File: src/rtl/sensor_freq_calc.sv
// Period-to-frequency stage: averages 2^AVG_LOG2 period samples and divides
// (CLK_HZ << AVG_LOG2) by their sum with a bit-serial restoring divider.
module sensor_freq_calc #(
  parameter int unsigned CLK_HZ   = 50_000_000,
  parameter int unsigned PW       = 24,
  parameter int unsigned AVG_LOG2 = 2,
  parameter int unsigned NUMW     = 40,
  parameter int unsigned QW       = 32
) (
  input  logic          clk,
  input  logic          rst,
  input  logic          period_valid,
  input  logic [PW-1:0] period_in,
  output logic          period_ready,
  output logic          freq_valid,
  input  logic          freq_ready,
  output logic [QW-1:0] freq_out,
  output logic          div_err,
  output logic          busy
);

  localparam int unsigned SUMW = PW + AVG_LOG2;
  localparam int unsigned CW   = (AVG_LOG2 > 0) ? AVG_LOG2 : 1;
  localparam int unsigned STW  = $clog2(NUMW + 1);

  localparam logic [1:0] ACC  = 2'd0;
  localparam logic [1:0] DIV  = 2'd1;
  localparam logic [1:0] DONE = 2'd2;

  localparam logic [NUMW-1:0] NUM   = NUMW'(CLK_HZ) << AVG_LOG2;
  localparam logic [NUMW-1:0] QMAX  = {{(NUMW-QW){1'b0}}, {QW{1'b1}}};
  localparam logic [CW-1:0]   LAST  = CW'((1 << AVG_LOG2) - 1);
  localparam logic [STW-1:0]  STEPS = STW'(NUMW);

  logic [1:0]      state;
  logic [CW-1:0]   cnt;
  logic [SUMW-1:0] sum;
  logic [SUMW-1:0] sum_nxt;
  logic [NUMW-1:0] quo;
  logic [NUMW-1:0] rem;
  logic [NUMW-1:0] dvs;
  logic [NUMW:0]   rem_sh;
  logic            rem_ge;
  logic [STW-1:0]  step;
  logic [QW-1:0]   fout;
  logic            ferr;

  always_comb begin
    sum_nxt = sum + SUMW'(period_in);
    rem_sh  = {rem, quo[NUMW-1]};
    rem_ge  = (rem_sh >= {1'b0, dvs});
  end

  assign period_ready = (state == ACC);
  assign busy         = (state != ACC);
  assign freq_valid   = (state == DONE);
  assign freq_out     = fout;
  assign div_err      = ferr;

  always_ff @(posedge clk) begin
    if (rst) begin
      state <= ACC;
      cnt   <= '0;
      sum   <= '0;
      quo   <= '0;
      rem   <= '0;
      dvs   <= '0;
      step  <= '0;
      fout  <= '0;
      ferr  <= 1'b0;
    end else begin
      case (state)
        ACC: begin
          if (period_valid) begin
            if (cnt == LAST) begin
              quo   <= NUM;
              rem   <= '0;
              dvs   <= NUMW'(sum_nxt);
              cnt   <= '0;
              sum   <= '0;
              step  <= '0;
              state <= DIV;
            end else begin
              sum <= sum_nxt;
              cnt <= cnt + 1'b1;
            end
          end
        end
        DIV: begin
          // NUMW shift/subtract steps, then one extra cycle to saturate and register
          if (step != STEPS) begin
            step <= step + 1'b1;
            if (dvs != '0) begin
              if (rem_ge) begin
                rem <= rem_sh[NUMW-1:0] - dvs;
                quo <= {quo[NUMW-2:0], 1'b1};
              end else begin
                rem <= rem_sh[NUMW-1:0];
                quo <= {quo[NUMW-2:0], 1'b0};
              end
            end
          end else begin
            state <= DONE;
            if (dvs == '0) begin
              fout <= '0;
              ferr <= 1'b1;
            end else if (quo > QMAX) begin
              fout <= '1;
              ferr <= 1'b0;
            end else begin
              fout <= quo[QW-1:0];
              ferr <= 1'b0;
            end
          end
        end
        DONE: begin
          if (freq_ready) state <= ACC;
        end
        default: state <= ACC;
      endcase
    end
  end

endmodule

File: config.mk
export PLATFORM = sky130hd
export DESIGN_NAME = sensor_freq_calc
export DESIGN_NICKNAME = d
export VERILOG_FILES = /design/src/rtl/sensor_freq_calc.sv
export SDC_FILE = /design/constraint.sdc
export NUM_CORES = 1
export LEC_CHECK = 0
export CORE_MARGIN = 2
export CORE_UTILIZATION = 52
export CTS_CLUSTER_DIAMETER = 30
export DETAILED_ROUTE_END_ITERATION = 12
export GPL_TIMING_DRIVEN = 0
export PLACE_DENSITY = 0.76
export SYNTH_ARGS = -nofsm -noshare
export SYNTH_HDL_FRONTEND = slang
export SYNTH_SLANG_ARGS = --single-unit
File: constraint.sdc
create_clock -name clk -period 3.7 [get_ports clk]
set_input_delay 0.555 -clock clk [delete_from_list [all_inputs] [get_ports clk]]
set_output_delay 0.555 -clock clk [all_outputs]
set_load 0.01 [all_outputs]
Fig. 1: met1 routing
(2 px per µm)
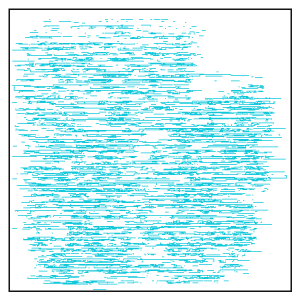
1,252 nets have wire on it. The wires run mostly horizontal.

==> metrics.csv <==
metric;value;unit
result of the run;finished, final reports clean;
fp util;0.534;
largest clock skew in the final design;12.9;ps
critical-path cell with the highest stage delay;dfxtp_1;
number of tap cells inserted;229;
cell area after layout;11200;µm²
length of the first detailed-routing pass in iterations;6;
count of maximum capacitance violations;0;
leakage power total;0.00463;µW
yosys stat area;9660;µm²
via count;8875;
final layout net count;1320;
Sequential cell area;3500;µm²
count of flip-flops with a built-in enable after synthesis;0;
beginning of the critical path;quo[39]$_SDFFE_PP0P_;
worst r2r path cells;11;
RSZ-0062 raised after global routing;no;
cell type group with the largest total delay on the critical path;AND-OR/OR-AND gates;
crit end category;flip-flop;
most common library cell in the layout ignoring fill and taps;dfxtp_1;
clock-pin slew on the worst setup and hold paths;80;ps
count of inserted antenna diode cells;0;
Port Buffer Count;63;
number of buffers inserted for hold repair after clock tree synthesis;0;
Global Route Usage Sum;0.254;
number of warnings in the stage logs;27;
worst path required time;4030;ps
maximum achievable frequency;320;MHz
syn nets;1238;
highest ir drop seen on vdd;0.000336;V
period utilization;0.844;
width of the chip;140;µm
endpoint of the worst register-to-register path;rem[30]$_SDFFE_PP0P_;
startpoint-to-endpoint class of the critical path;reg -> reg;
proportion of synthesized flip-flops having asynchronous set or reset;0;
proportion of cell area spent on the clock network;0.0568;
Final min period;3120;ps
combined buffer and inverter count along the critical path;1;
Fig. 2: gate families picked out
(2 px per µm)
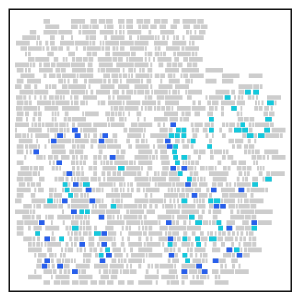
Key: blue = XOR/XNOR gates [cells 49]; cyan = AND-OR and OR-AND gates [cells 61]

## through the flow
step	worst slack (ps)	power, µW	util	hold WS, ps	instances
after floorplan	935	2730	-	436	1155
after global routing	402	5070	0.620	473	1479
after detailed placement	173	2980	0.585	446	1447
after CTS	605	4870	0.620	456	1479
final	577	4870	0.620	453	1479
after global placement	215	2960	0.585	442	1447
## layer usage
| layer | wire length (µm) | GRT usage |
|---|---|---|
| met5 | 0 | 0 |
| met4 | 328 | 0.0739 |
| met3 | 1110 | 0.0383 |
| met2 | 11200 | 0.399 |
| met1 | 12200 | 0.363 |
## flip-flops by register name (all words and copies together), names as in the netlist
| register | flops |
|---|---|
| dvs | 26 |
| step | 6 |
| state | 2 |
| rem | 40 |
| cnt | 2 |
| div_err | 1 |
| freq_out | 32 |
| sum | 26 |
| quo | 40 |
## Yosys cell counts, types with 25 or more instances
library cell / instances / share of area
o21ai_0: 76 / 0.039
ha_1: 53 / 0.069
dfxtp_1: 175 / 0.36
nor2_1: 87 / 0.034
o211ai_1: 41 / 0.032
clkbuf_1: 51 / 0.020
a21oi_1: 92 / 0.048
a21o_1: 28 / 0.022
inv_1: 41 / 0.016
a22oi_1: 42 / 0.033
mux2i_1: 33 / 0.034
xnor2_1: 25 / 0.023
nand2_1: 120 / 0.047
## report_power, final
part | switching, µW | internal, µW
Sequential | 33.1 | 1930
Combinational | 605 | 390
Clock | 958 | 947
## tightest hold or removal path, cell delays in order (launching register included)
cell,delay (ps)
dfxtp_1,310
nand2_1,50
a21oi_1,50
## cell families after synthesis
group	share of synthesized area
AOI/OAI and AO/OA	0.267
and+or+nand+nor	0.173
DFF	0.363
buffers and inverters	0.0456
adders and majority gates	0.0728
xor gates and xnor gates	0.0444
muxes	0.0342
Power figures rest on the tool's default switching activity, not on a simulated workload.
